## src/rtl/vending_machine.sv

```systemverilog
// -----------------------------------------------------------------------------
// vending_machine
//
// Coin-operated vending controller for a 15-unit product. Accepts at most one
// coin per cycle (5 or 10 units). Dispenses when credit reaches 15 and returns
// 5 units of change when credit would reach 20.
//
// Ports:
//   clk : system clock, all state updates on the rising edge
//   rst : synchronous, active-high reset (priority over coin inputs)
//   i   : 10-unit coin strobe
//   j   : 5-unit coin strobe
//   x   : dispense product, registered one-cycle pulse
//   y   : return 5-unit change, registered one-cycle pulse (only with x)
// -----------------------------------------------------------------------------
module vending_machine (
  input  logic clk,
  input  logic rst,
  input  logic i,
  input  logic j,
  output logic x,
  output logic y
);

  typedef enum logic [1:0] {
    S0  = 2'b00,
    S5  = 2'b01,
    S10 = 2'b10
  } state_t;

  state_t r_state;
  state_t w_state_nxt;
  logic   r_x;
  logic   r_y;
  logic   w_x_nxt;
  logic   w_y_nxt;
  logic   w_coin5;
  logic   w_coin10;

  // Both strobes together is illegal and decodes as "no coin".
  assign w_coin5  = j & ~i;
  assign w_coin10 = i & ~j;

  // Next-state and next-output decode. Outputs are decoded from the current
  // state plus the coin being sampled, then registered, so x/y appear on the
  // same edge that accepts the completing coin.
  always_comb begin
    w_state_nxt = r_state;
    w_x_nxt     = 1'b0;
    w_y_nxt     = 1'b0;
    case (r_state)
      S0: begin
        if (w_coin5)       w_state_nxt = S5;
        else if (w_coin10) w_state_nxt = S10;
      end
      S5: begin
        if (w_coin5) begin
          w_state_nxt = S10;
        end else if (w_coin10) begin
          w_state_nxt = S0;
          w_x_nxt     = 1'b1;
        end
      end
      S10: begin
        if (w_coin5) begin
          w_state_nxt = S0;
          w_x_nxt     = 1'b1;
        end else if (w_coin10) begin
          // Overpayment: 20 credited, vend and hand back 5.
          w_state_nxt = S0;
          w_x_nxt     = 1'b1;
          w_y_nxt     = 1'b1;
        end
      end
      default: begin
        // Unused encoding recovers to idle without vending.
        w_state_nxt = S0;
      end
    endcase
  end

  always_ff @(posedge clk) begin
    if (rst) begin
      r_state <= S0;
      r_x     <= 1'b0;
      r_y     <= 1'b0;
    end else begin
      r_state <= w_state_nxt;
      r_x     <= w_x_nxt;
      r_y     <= w_y_nxt;
    end
  end

  assign x = r_x;
  assign y = r_y;

endmodule

```

## config.mk

```make
export PLATFORM = sky130hd
export DESIGN_NAME = vending_machine
export DESIGN_NICKNAME = d
export VERILOG_FILES = /design/src/rtl/vending_machine.sv
export SDC_FILE = /design/constraint.sdc
export NUM_CORES = 1
export LEC_CHECK = 0
export CAP_MARGIN = 20
export CORE_AREA = 2 2 39 41
export DETAILED_ROUTE_END_ITERATION = 16
export DIE_AREA = 0 0 41 43
export PLACE_DENSITY = 0.4
export SLEW_MARGIN = 25
export SYNTH_ARGS = -nofsm -noshare
export SYNTH_HDL_FRONTEND = slang
export SYNTH_SLANG_ARGS = --single-unit
```

## constraint.sdc

```tcl
create_clock -name clk -period 1.8 [get_ports clk]
set_input_delay 0.18 -clock clk [delete_from_list [all_inputs] [get_ports clk]]
set_output_delay 0.18 -clock clk [all_outputs]
set_load 0.05 [all_outputs]
```

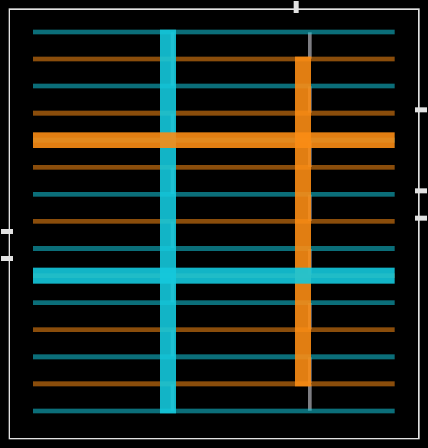
Fig. 1. Floorplan with the power grid (run 1).
Pins as bars on the die edge. Tap cells in gray.
[VDD] orange
[VSS] cyan
met1 rails: 15
met5 straps: 2
met4 straps: 2
tap cells: 16
peak supply drop: 0.000316 V
width of the die: 41 µm
DIE HEIGHT: 43 µm
core area: 1380 µm²

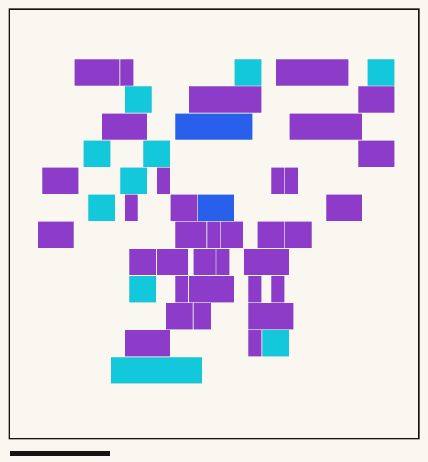
Fig. 2. Cells by drive strength (run 1).
Scale bar: 10 µm.
[x3 and x4] cyan | cells: 10 | share: 21% | most used: buf_4
[x2] blue | cells: 2 | share: 4.3%
[x1 and smaller] purple | cells: 35 | share: 74%
final setup margin: 0.0478 ns
Non-clk bufs: 11

==> job_summary.md, run 1 <==
## Synthesis and layout report

| Metric | Value |
|---|---|
| GR Util met3 | `6.28%` |
| # Cells Yosys | `33` |
| Worst-Margin Slew | `0.487 ns` |
| Clock tree from TritonCTS | `done` |
| Leakage power | `0.198 nW` |
| GRT Resource Usage Total | `8.52%` |
| Synth Area in Adders | `30.0%` |
| Internal | `0.230 mW` |
| Largest net degree at the start of global routing | `6` |
| Inverters | `6` |
| Top Metal Used | `met3` |
| Worst R2R Setup Slack | `0.13 ns` |
| Met1 wire length | `265 µm` |
| Required time of the worst setup path | `1.95 ns` |
| Hpwl dp | `501 µm` |
| CTS clk-pin slew, worst paths | `0.03 ns` |
| Comb. pwr | `0.112 mW` |
| End point of the critical path | `r_state[0]` |
| Area of the mapped netlist | `292 µm²` |
| Non-clk buf share | `21.5%` |
| Remaining DRCs | `0` |
| Logic share of the area | `45.5%` |
| Final Critical Period | `1.75 ns` |
| GR Util met2 | `13.4%` |
| Hold Path Depth | `2` |
| Seq pwr share | `32.9%` |
| DR vias/cell | `4.40` |
| Met3 WL | `50 µm` |
| Setup crit start | `j` |
| Non-Filler Instances | `63` |
| PostCTS Resize Cnt | `0` |
| Log Warnings | `31` |
| Final critical-path share of the clock period | `97.3%` |
| Number of DRC markers in iteration 0 | `26` |
| Storage cell area | `81.3 µm²` |
| Die area | `1760 µm²` |
| Max-Cap Viols | `0` |
| Unrepaired setup endpoints after global routing | `false` |
| Slowest stage delay, CP | `0.55 ns` |
| Fillers | `156` |
| DR WL/cell | `10.7 µm` |
| Hold Path End | `r_state[1]` |
| Top pwr grp | `combinational cells` |
| Outcome | `finished clean` |
| Worst flop-to-flop path endpoint | `r_state[0]` |
| Initial antenna violation count | `0` |
| Most common cell in the synthesized netlist | `ha_1` |
| Register area share after synthesis | `27.5%` |
| Yosys Chip Area | `292 µm²` |
| Sw frac | `30.3%` |
| Seq area share | `18.4%` |
| Comb gates | `23` |
| FF-to-FF Start | `r_state[0]` |
| Dominant comb cell | `adder cells` |
| Flip-flops | `4` |
| First-pass GRT wire length | `972 µm` |
| Port bufs | `5` |
| Most Used Layer, Global Route | `met2` |
| Ys flops | `4` |
| Num CTS Buffers | `3` |
| Syn. warnings | `0` |
| Post-CTS setup buffer count | `0` |
| First-pass detailed-route iteration total | `4` |
| Max Slew Vio Count | `0` |
| Setup Viol. Count Final | `0` |
| CP Max Fanout | `2` |
| Top class by area | `multi-input combinational cells` |
| Ant diodes | `0` |
| Cts hold-fix bufs | `0` |
| GP Congestion | `0.725` |
| Area delta synth->final | `51.9%` |
| Cells after Synth | `33` |
| Hold Crit Class | `reg -> reg` |
| Critical path class | `in -> reg` |
| Syn_nets | `44` |
| Worst-path cell chain | `clkdlybuf4s50_1, ha_4, a211o_1, or4_1, o22ai_1` |
| Comb pwr share | `33.8%` |
| Worst Setup Start Kind | `primary input` |
| Area contributors post-synth | `ha_1 30%, dfxtp_1 27%, inv_1 7.7%` |
| Clock buffers and inverters, area share | `5.08%` |
| Worst Hold Launch | `r_state[1]` |
| Clkbuf count | `3` |
| Synth mux share | `0%` |
| Fp util | `21.1%` |
| Commonest flop | `dfxtp_1` |
| Max Fclk | `571 MHz` |
| Cell Type Count | `15` |
| Antenna-violating nets left | `0` |
| Synth area leader | `ha_1` |
| Nets | `60` |
| Slew HR | `67.4%` |
| Grt ovf | `0` |
| Mean post-synth cell area | `8.83 µm²` |
| Multi-input gate area | `201 µm²` |
| H-Tree Depth | `1` |
| Post-Route WL | `676 µm` |
| Slowest-stage cell, CP | `clkdlybuf4s50_1` |
| Worst hold slack | `0.518 ns` |
| Xor+xnor area frac | `0%` |
| Cell Rows | `14` |
| Via Count | `277` |
| Share of layout cells above drive strength 1 | `25.5%` |
| Pwr dens | `745 nW/µm²` |
| Clock buffer depth | `2` |
| Number of enable flip-flop cells | `0` |
| Seq pwr | `0.109 mW` |
| Most instantiated logic cells after routing | `6 x inv_1, 6 x ha_1, 6 x buf_4` |
| Cells on worst reg2reg path | `5` |
| Root Buffer | `clkbuf_4` |
| Area leader share | `30.0%` |
| Crit end category | `flip-flop` |
| Final Hold Viols | `0` |
| Async set-or-reset flop fraction in the synthesized netlist | `0%` |
| GR Layer Usage met1 | `8.63%` |
| Tapcell Cnt | `16` |
| Worst Path Arrival | `1.90 ns` |
| Cells after DPL | `60` |
| Clk sink count | `4` |
| Most frequent cells after synthesis | `7 x ha_1, 6 x inv_1, 4 x dfxtp_1` |
| WL met2 | `360 µm` |
| Synth Area in Compound Gates | `18.5%` |
| Vias in the first global route | `263` |
| Reported net switching power | `0.100 mW` |
| Yosys simple share | `16.3%` |
| I/O pins | `6` |
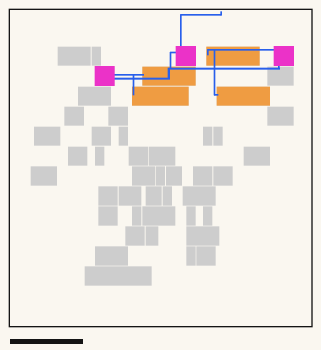
Fig. 3. Routed clock nets over the placement (run 1).
Scale bar: 10 µm.
[clock wires] blue | length: 68.6 µm
[flip-flops] orange | count: 4
[clock-net drivers] magenta | count: 3
routed clock nets: 4
clock skew: 0.00543 ns
power in the clock group: 0.110 mW
clock share of power: 33.3%
clk latency late pin: 0.24 ns

==> run 1: critical path: cells and delay by family <==
family	cells	cell delay, ns
compound gates	2	0.47
fa+ha+maj	1	0.23
buf+inv	1	0.55
simple gates	1	0.47
==> run 1: stage by stage <==
stage                     worst slack (ns)  utilization, %  area, µm²  TNS (ns)  power, mW
final                               0.0478            32.0        443         0      0.330
after global routing              0.000846            32.0        443         0      0.359
after CTS                          0.00468            31.0        429         0      0.329
after detailed placement            -0.268            29.4        407    -0.268      0.215
after global placement              -0.271            29.4        407    -0.271      0.217
after floorplan                      0.227               -        292         0      0.176
==> run 1: state kept, by name (all words and copies together), names as in the netlist <==
| signal | flops |
|---|---|
| r_state | 2 |
| x | 1 |
| y | 1 |
==> run 2, diff against run 1 <==
--- a/config.mk
+++ b/config.mk
@@ -5,11 +5,12 @@
 export SDC_FILE = /design/constraint.sdc
 export NUM_CORES = 1
 export LEC_CHECK = 0
+export ABC_AREA = 1
 export CAP_MARGIN = 20
 export CORE_AREA = 2 2 39 41
 export DETAILED_ROUTE_END_ITERATION = 16
 export DIE_AREA = 0 0 41 43
-export PLACE_DENSITY = 0.4
+export PLACE_DENSITY = 0.42
 export SLEW_MARGIN = 25
 export SYNTH_ARGS = -nofsm -noshare
 export SYNTH_HDL_FRONTEND = slang
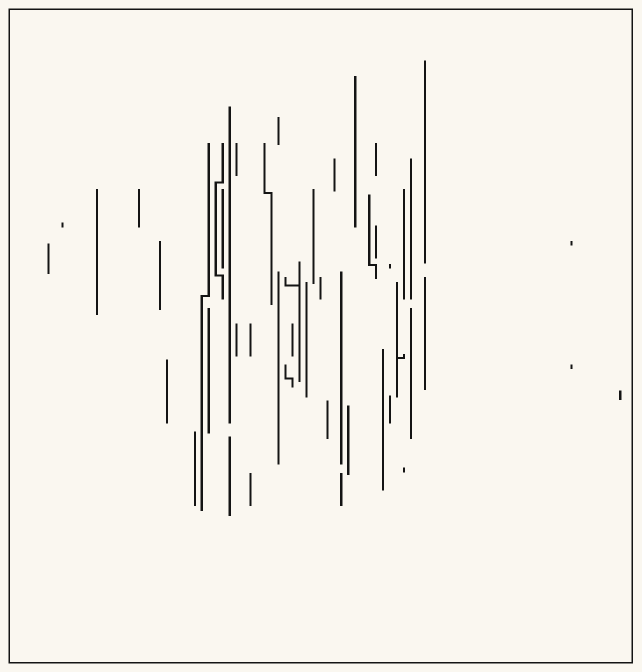
Fig. 4. Met2 routing (run 2).
nets with wire on the layer: 43
longest straight run: 20.7 µm
share of all routed wire: 47%
main direction: vertical
wire length on this layer: 271 µm

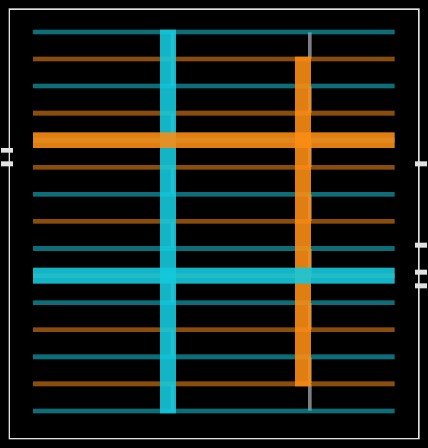
Fig. 5. Floorplan with the power grid (run 2).
Pins as bars on the die edge. Tap cells in gray.
peak supply drop: 0.000181 V

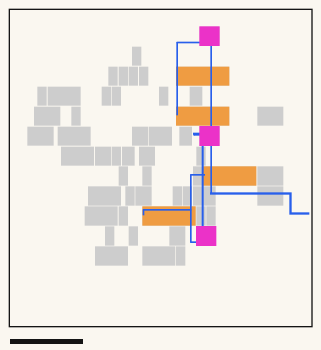
Fig. 6. Routed clock nets over the placement (run 2).
Scale bar: 10 µm.
power in the clock group: 0.113 mW
clock skew: 0.00313 ns
clock share of power: 35.7%

==> job_summary.md, run 2 <==
## Synthesis and layout report

| Metric | Value |
|---|---|
| Outcome | `finished clean` |
| Post-CTS setup buffer count | `0 (unchanged)` |
| Number of DRC markers in iteration 0 | `1 (-96%)` |
| Root Buffer | `clkbuf_4` |
| Cell Rows | `14 (unchanged)` |
| Slowest-stage cell, CP | `clkdlybuf4s50_1` |
| Initial antenna violation count | `0 (unchanged)` |
| Cts hold-fix bufs | `0 (unchanged)` |
| Fp util | `23.2% (+2.2 points)` |
| Post-Route WL | `572 µm (-15%)` |
| Nets | `66 (+10%)` |
| Crit end category | `primary output` |
| GR Util met3 | `1.57% (-4.7 points)` |
| Via Count | `267 (-3.6%)` |
| Dominant comb cell | `adder cells` |
| Share of layout cells above drive strength 1 | `24.5% (-1.0 points)` |
| Synth Area in Adders | `27.2% (-2.8 points)` |
| Max Slew Vio Count | `0 (unchanged)` |
| DR vias/cell | `3.87 (-12%)` |
| Family with the most delay on the worst path | `buffers and inverters` |
| Max Fclk | `667 MHz (+17%)` |
| Worst Path Arrival | `1.32 ns (-0.58 ns)` |
| Comb. pwr | `0.0978 mW (-10%)` |
| Log Warnings | `31 (unchanged)` |
| Most frequent cells after synthesis | `11 x nand2_1, 7 x ha_1, 7 x inv_1` |
| Area of the mapped netlist | `322 µm² (+10%)` |
| Xor+xnor area frac | `0% (unchanged)` |
| First-pass detailed-route iteration total | `2 (-2)` |
| Hold Crit Class | `reg -> reg` |
| Worst Setup Start Kind | `flip-flop` |
| Die area | `1760 µm² (unchanged)` |
| Most Used Layer, Global Route | `met2` |
| Slowest stage delay, CP | `0.79 ns (+0.24 ns)` |
| Most instantiated logic cells after routing | `11 x nand2_1, 7 x inv_1, 7 x ha_1` |
| Met1 wire length | `256 µm (-3.4%)` |
| Final setup margin | `0.302 ns (+0.254 ns)` |
| Area contributors post-synth | `ha_1 27%, dfxtp_1 25%, nand2_1 13%` |
| Util after Layout | `29.9% (-2.1 points)` |
| Syn. warnings | `0 (unchanged)` |
| Mean post-synth cell area | `7.15 µm² (-19%)` |
| Worst-path cell chain | `clkdlybuf4s50_1` |
| Cells after Synth | `45 (+36%)` |
| Non-Filler Instances | `69 (+9.5%)` |
| Area leader share | `27.2% (-2.8 points)` |
| Top pwr grp | `the clock network` |
| Worst flop-to-flop path endpoint | `r_state[1]` |
| DR WL/cell | `8.29 µm (-23%)` |
| End point of the critical path | `x` |
| Largest net degree at the start of global routing | `6 (unchanged)` |
| GR Util met2 | `10.9% (-2.5 points)` |
| Reported net switching power | `0.105 mW (+4.9%)` |
| Syn_nets | `56 (+27%)` |
| Cell area after layout | `414 µm² (-6.5%)` |
| CP Max Fanout | `1 (-1)` |
| Final Hold Viols | `0 (unchanged)` |
| Slew HR | `67.5% (about the same)` |
| Worst R2R Setup Slack | `0.58 ns (+0.45 ns)` |
| GP Congestion | `0.758 (+4.6%)` |
| Dominant logic cell type in the layout | `nand2_1` |
| CTS clk-pin slew, worst paths | `0.04 ns (about the same)` |
| Unrepaired setup endpoints after global routing | `false` |
| Required time of the worst setup path | `1.62 ns (-0.33 ns)` |
| WP buf/inv | `1 (unchanged)` |
| Setup crit start | `x` |
| Port bufs | `5 (unchanged)` |
| Final Total Pwr | `0.316 mW (-4.3%)` |
| Max FFs per register | `2 (unchanged)` |
| Clk latency late pin | `0.24 ns (about the same)` |
| PostCTS Resize Cnt | `0 (unchanged)` |
| Async set-or-reset flop fraction in the synthesized netlist | `0% (unchanged)` |
| Worst-Margin Slew | `0.486 ns (-0.000801 ns)` |
| DIE HEIGHT | `43 µm (unchanged)` |
| FF-to-FF Start | `r_state[1]` |
| Worst hold slack | `0.539 ns (+0.0214 ns)` |
| Register area share after synthesis | `24.9% (-2.6 points)` |
| Antenna-violating nets left | `0 (unchanged)` |
| Max-Cap Viols | `0 (unchanged)` |
| Yosys Chip Area | `322 µm² (+10%)` |
| Area delta synth->final | `28.8%` |
| GRT Resource Usage Total | `8.22% (-0.29 points)` |
| # Cells Yosys | `45 (+36%)` |
| Num CTS Buffers | `3 (unchanged)` |
| Clk sink count | `4 (unchanged)` |
| Final Critical Period | `1.50 ns (-0.254 ns)` |
| Yosys simple share | `24.9% (+8.6 points)` |
| Top Metal Used | `met4` |
| Clock tree from TritonCTS | `done` |
| H-Tree Depth | `1 (unchanged)` |
| Seq pwr | `0.105 mW (-4%)` |
| Number of enable flip-flop cells | `0 (unchanged)` |
| Setup WS pre-CTS | `0.249 ns (+0.517 ns)` |
| Ys flops | `4 (unchanged)` |
| Vias in the first global route | `258 (-1.9%)` |
| Ant diodes | `0 (unchanged)` |
| Synth mux share | `0% (unchanged)` |
| Pwr dens | `763 nW/µm² (+2.4%)` |
| Remaining DRCs | `0 (unchanged)` |
| Hpwl dp | `464 µm (-7.4%)` |
| Comb pwr share | `31.0% (-2.8 points)` |
| Biggest register | `r_state` |
| Critical path depth | `1 (-4)` |
| Sw frac | `33.2% (+2.9 points)` |
| Internal | `0.211 mW (-8.2%)` |
| Core area | `1380 µm² (unchanged)` |
| Cell Type Count | `14 (-1)` |
| Most common cell in the synthesized netlist | `nand2_1` |
| Final critical-path share of the clock period | `83.2% (-14 points)` |
| Width of the die | `41 µm (unchanged)` |
| Commonest flop | `dfxtp_1` |
| Cells after DPL | `66 (+10%)` |
| Grt ovf | `0 (unchanged)` |
| Seq pwr share | `33.3% (+0.4 points)` |
| I/O pins | `6 (unchanged)` |
| DP Area | `392 µm² (-3.7%)` |
| Setup Viol. Count Final | `0 (unchanged)` |
| Cells on worst reg2reg path | `7 (+2)` |
| GR Layer Usage met1 | `9.29% (+0.67 points)` |
| First-pass GRT wire length | `917 µm (-5.7%)` |
| Synth Area in Compound Gates | `8.95% (-9.5 points)` |
| Critical path class | `reg -> out` |
| Setup TNS | `0 ns (unchanged)` |
| Synth area leader | `ha_1` |
| WL met2 | `271 µm (-25%)` |
| Met3 WL | `31 µm (-38%)` |
| Clock buffer depth | `2 (unchanged)` |
| Leakage power | `0.209 nW (+5.6%)` |
## run 2: worst min-delay path by stage
stage	from	endpoint	slack, ns	depth (start not counted)
3_5_place_dp	r_state[0]	r_state[0]	0.53	2
6_report	r_state[0]	r_state[0]	0.54	2
5_1_grt	r_state[0]	r_state[0]	0.56	2
4_1_cts	r_state[0]	r_state[0]	0.54	2
3_3_place_gp	r_state[0]	r_state[0]	0.54	2
2_1_floorplan	rst	r_state[0]	0.24	1
## run 2: area by class of cell
class | instances | area, µm²
Inverter | 12 | 45.0
Timing Repair Buffer | 5 | 50.0
Clock buffer | 3 | 22.5
Multi-Input combinational cell | 29 | 196
Fill cell | 158 | 970
Tap cell | 16 | 20.0
Sequential cell | 4 | 80.1
==> run 3, diff against run 2 <==
--- a/config.mk
+++ b/config.mk
@@ -10,7 +10,7 @@
 export CORE_AREA = 2 2 39 41
 export DETAILED_ROUTE_END_ITERATION = 16
 export DIE_AREA = 0 0 41 43
-export PLACE_DENSITY = 0.42
+export PLACE_DENSITY = 0.44
 export SLEW_MARGIN = 25
 export SYNTH_ARGS = -nofsm -noshare
 export SYNTH_HDL_FRONTEND = slang
==> constraint.sdc (replaced) <==
create_clock -name clk -period 1.35 [get_ports clk]
set_input_delay 0.135 -clock clk [delete_from_list [all_inputs] [get_ports clk]]
set_output_delay 0.135 -clock clk [all_outputs]
set_load 0.05 [all_outputs]
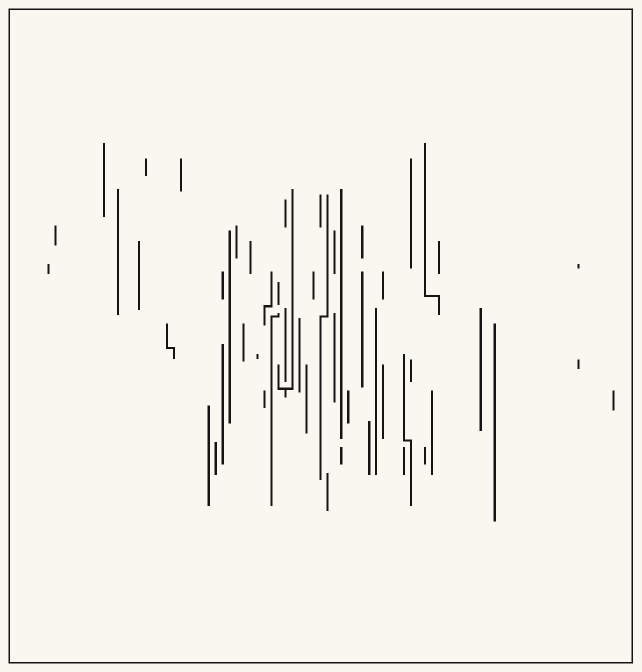
Fig. 7. Met2 routing (run 3).
Via Count: 281
Post-Route WL: 542 µm
GR Util met2: 11.9%

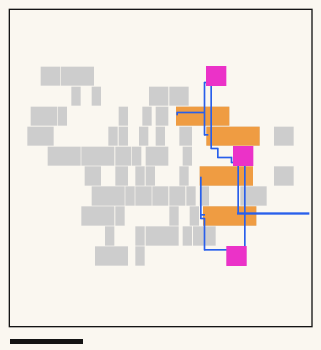
Fig. 8. Routed clock nets over the placement (run 3).
Scale bar: 10 µm.
[clock-net drivers] magenta | count: 3
[flip-flops] orange | count: 4
[clock wires] blue | length: 76.7 µm
flops lie: east
power in the clock group: 0.147 mW
clock share of power: 34.4%
clk latency late pin: 0.23 ns

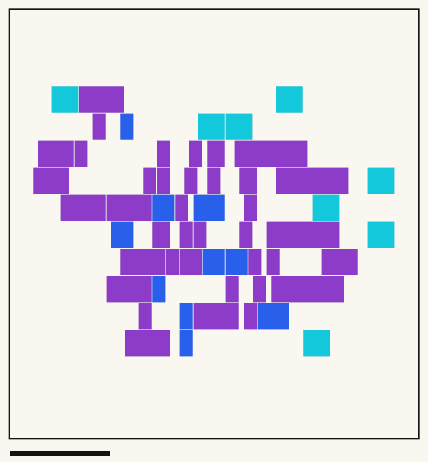
Fig. 9. Cells by drive strength (run 3).
Scale bar: 10 µm.
area delta synth->final: 34.2%
final setup margin: 0.125 ns
cell area after layout: 432 µm²
Non-clk bufs: 8

==> job_summary.md, run 3 <==
## Synthesis and layout report

| Metric | Value |
|---|---|
| Cts hold-fix bufs | `0 (unchanged)` |
| Critical path depth | `8 (+7)` |
| DIE HEIGHT | `43 µm (unchanged)` |
| DP Area | `409 µm² (+4.5%)` |
| Reported net switching power | `0.136 mW (+30%)` |
| Nets | `69 (+4.5%)` |
| Register area share after synthesis | `24.9% (unchanged)` |
| DR WL/cell | `7.53 µm (-9.2%)` |
| Comb. pwr | `0.142 mW (+45%)` |
| Number of enable flip-flop cells | `0 (unchanged)` |
| Worst-Margin Slew | `0.169 ns (-0.318 ns)` |
| Required time of the worst setup path | `1.51 ns (-0.11 ns)` |
| Async set-or-reset flop fraction in the synthesized netlist | `0% (unchanged)` |
| Cells after Synth | `45 (unchanged)` |
| Top Metal Used | `met3` |
| Clock buffer depth | `2 (unchanged)` |
| Share of layout cells above drive strength 1 | `32.1% (+7.6 points)` |
| Cell Type Count | `14 (unchanged)` |
| Commonest flop | `dfxtp_1` |
| Most instantiated logic cells after routing | `11 x nand2_1, 7 x inv_1, 7 x ha_1` |
| Slowest-stage cell, CP | `clkdlybuf4s50_1` |
| Worst Path Arrival | `1.39 ns (+0.07 ns)` |
| Non-Filler Instances | `72 (+4.3%)` |
| Area of the mapped netlist | `322 µm² (unchanged)` |
| Area contributors post-synth | `ha_1 27%, dfxtp_1 25%, nand2_1 13%` |
| Internal | `0.290 mW (+37%)` |
| Ant diodes | `0 (unchanged)` |
| Seq pwr | `0.137 mW (+30%)` |
| Top pwr grp | `the clock network` |
| Hpwl dp | `460 µm (-0.86%)` |
| Setup TNS | `0 ns (unchanged)` |
| Cells after DPL | `69 (+4.5%)` |
| GR Layer Usage met1 | `8.95% (-0.35 points)` |
| CP Max Fanout | `2 (+1)` |
| DR vias/cell | `3.90 (+0.86%)` |
| Hold Crit Class | `reg -> reg` |
| Final Total Pwr | `0.426 mW (+35%)` |
| Worst Setup Start Kind | `primary input` |
| Root Buffer | `clkbuf_4` |
| First-pass GRT wire length | `931 µm (+1.5%)` |
| Fp util | `23.2% (unchanged)` |
| CTS clk-pin slew, worst paths | `0.04 ns (about the same)` |
| Sw frac | `32.0% (-1.2 points)` |
| Mean post-synth cell area | `7.15 µm² (unchanged)` |
| Core area | `1380 µm² (unchanged)` |
| Final Critical Period | `1.22 ns` |
| Most common cell in the synthesized netlist | `nand2_1` |
| Clock tree from TritonCTS | `done` |
| Width of the die | `41 µm (unchanged)` |
| Ys flops | `4 (unchanged)` |
| Final Hold Viols | `0 (unchanged)` |
| Num CTS Buffers | `3 (unchanged)` |
| Outcome | `finished clean` |
| Worst hold slack | `0.530 ns (-0.00926 ns)` |
| Comb pwr share | `33.3% (+2.3 points)` |
| Cells on worst reg2reg path | `7 (unchanged)` |
| Synth area leader | `ha_1` |
| Slew HR | `88.7% (+21 points)` |
| Util after Layout | `31.2% (+1.3 points)` |
| Syn_nets | `56 (unchanged)` |
| GR Util met3 | `1.57% (unchanged)` |
| Largest net degree at the start of global routing | `5 (-1)` |
| Yosys Chip Area | `322 µm² (unchanged)` |
| Slowest stage delay, CP | `0.47 ns (-0.32 ns)` |
| Max Fclk | `817 MHz` |
| Worst-path cell chain | `clkdlybuf4s50_1, inv_1, ha_1, nand2_2, nand2_2, a21oi_2, nand2_1, a21oi_1` |
| Remaining DRCs | `0 (unchanged)` |
| Most frequent cells after synthesis | `11 x nand2_1, 7 x ha_1, 7 x inv_1` |
| PostCTS Resize Cnt | `0 (unchanged)` |
| Port bufs | `5 (unchanged)` |
| Hold Path Depth | `2 (unchanged)` |
| Dominant logic cell type in the layout | `nand2_1` |
| Final critical-path share of the clock period | `90.7%` |
| Met3 WL | `26 µm (-16%)` |
| Number of DRC markers in iteration 0 | `2 (+1)` |
| Max FFs per register | `2 (unchanged)` |
| Most Used Layer, Global Route | `met2` |
| Initial antenna violation count | `0 (unchanged)` |
| Cell Rows | `14 (unchanged)` |
| Post-CTS setup buffer count | `0 (unchanged)` |
| Family with the most delay on the worst path | `buffers and inverters` |
| I/O pins | `6 (unchanged)` |
| Max Slew Vio Count | `0 (unchanged)` |
| Leakage power | `0.228 nW (+8.8%)` |
| Biggest register | `r_state` |
| H-Tree Depth | `1 (unchanged)` |
| First-pass detailed-route iteration total | `4 (+2)` |
| Clock skew | `0.000436 ns (-0.00270 ns)` |
| Setup Viol. Count Final | `0 (unchanged)` |
| Syn. warnings | `0 (unchanged)` |
| Die area | `1760 µm² (unchanged)` |
## run 3: cell counts after synthesis
Identical to the previous run, type by type.
## run 3: final cells by class
class,count,area [µm²]
tap,16,20.0
timing repair buffer,8,67.6
multi-input combinational,29,196
fill,154,952
inverter,12,45.0
clock buffer,3,22.5
sequential,4,80.1
## run 3: worst paths after layout
kind / start / endpoint / slack [ns]
setup / recovery: i / r_state[1] / 0.13
setup reg to reg: r_state[0] / r_state[1] / 0.19
hold / removal: r_state[0] / r_state[0] / 0.53
hold reg to reg: r_state[0] / r_state[0] / 0.53
## run 3: logic make-up (layout without fill, tap and decap cells)
logic type	Yosys count	in the layout	share of synthesized area, %
buffers and inverters	12	23	14.0
DFF	4	4	24.9
and+or+nand+nor	18	18	24.9
adders and majority gates	7	7	27.2
AOI/OAI and AO/OA	4	4	8.95
Power and IR drop assume default switching activity.
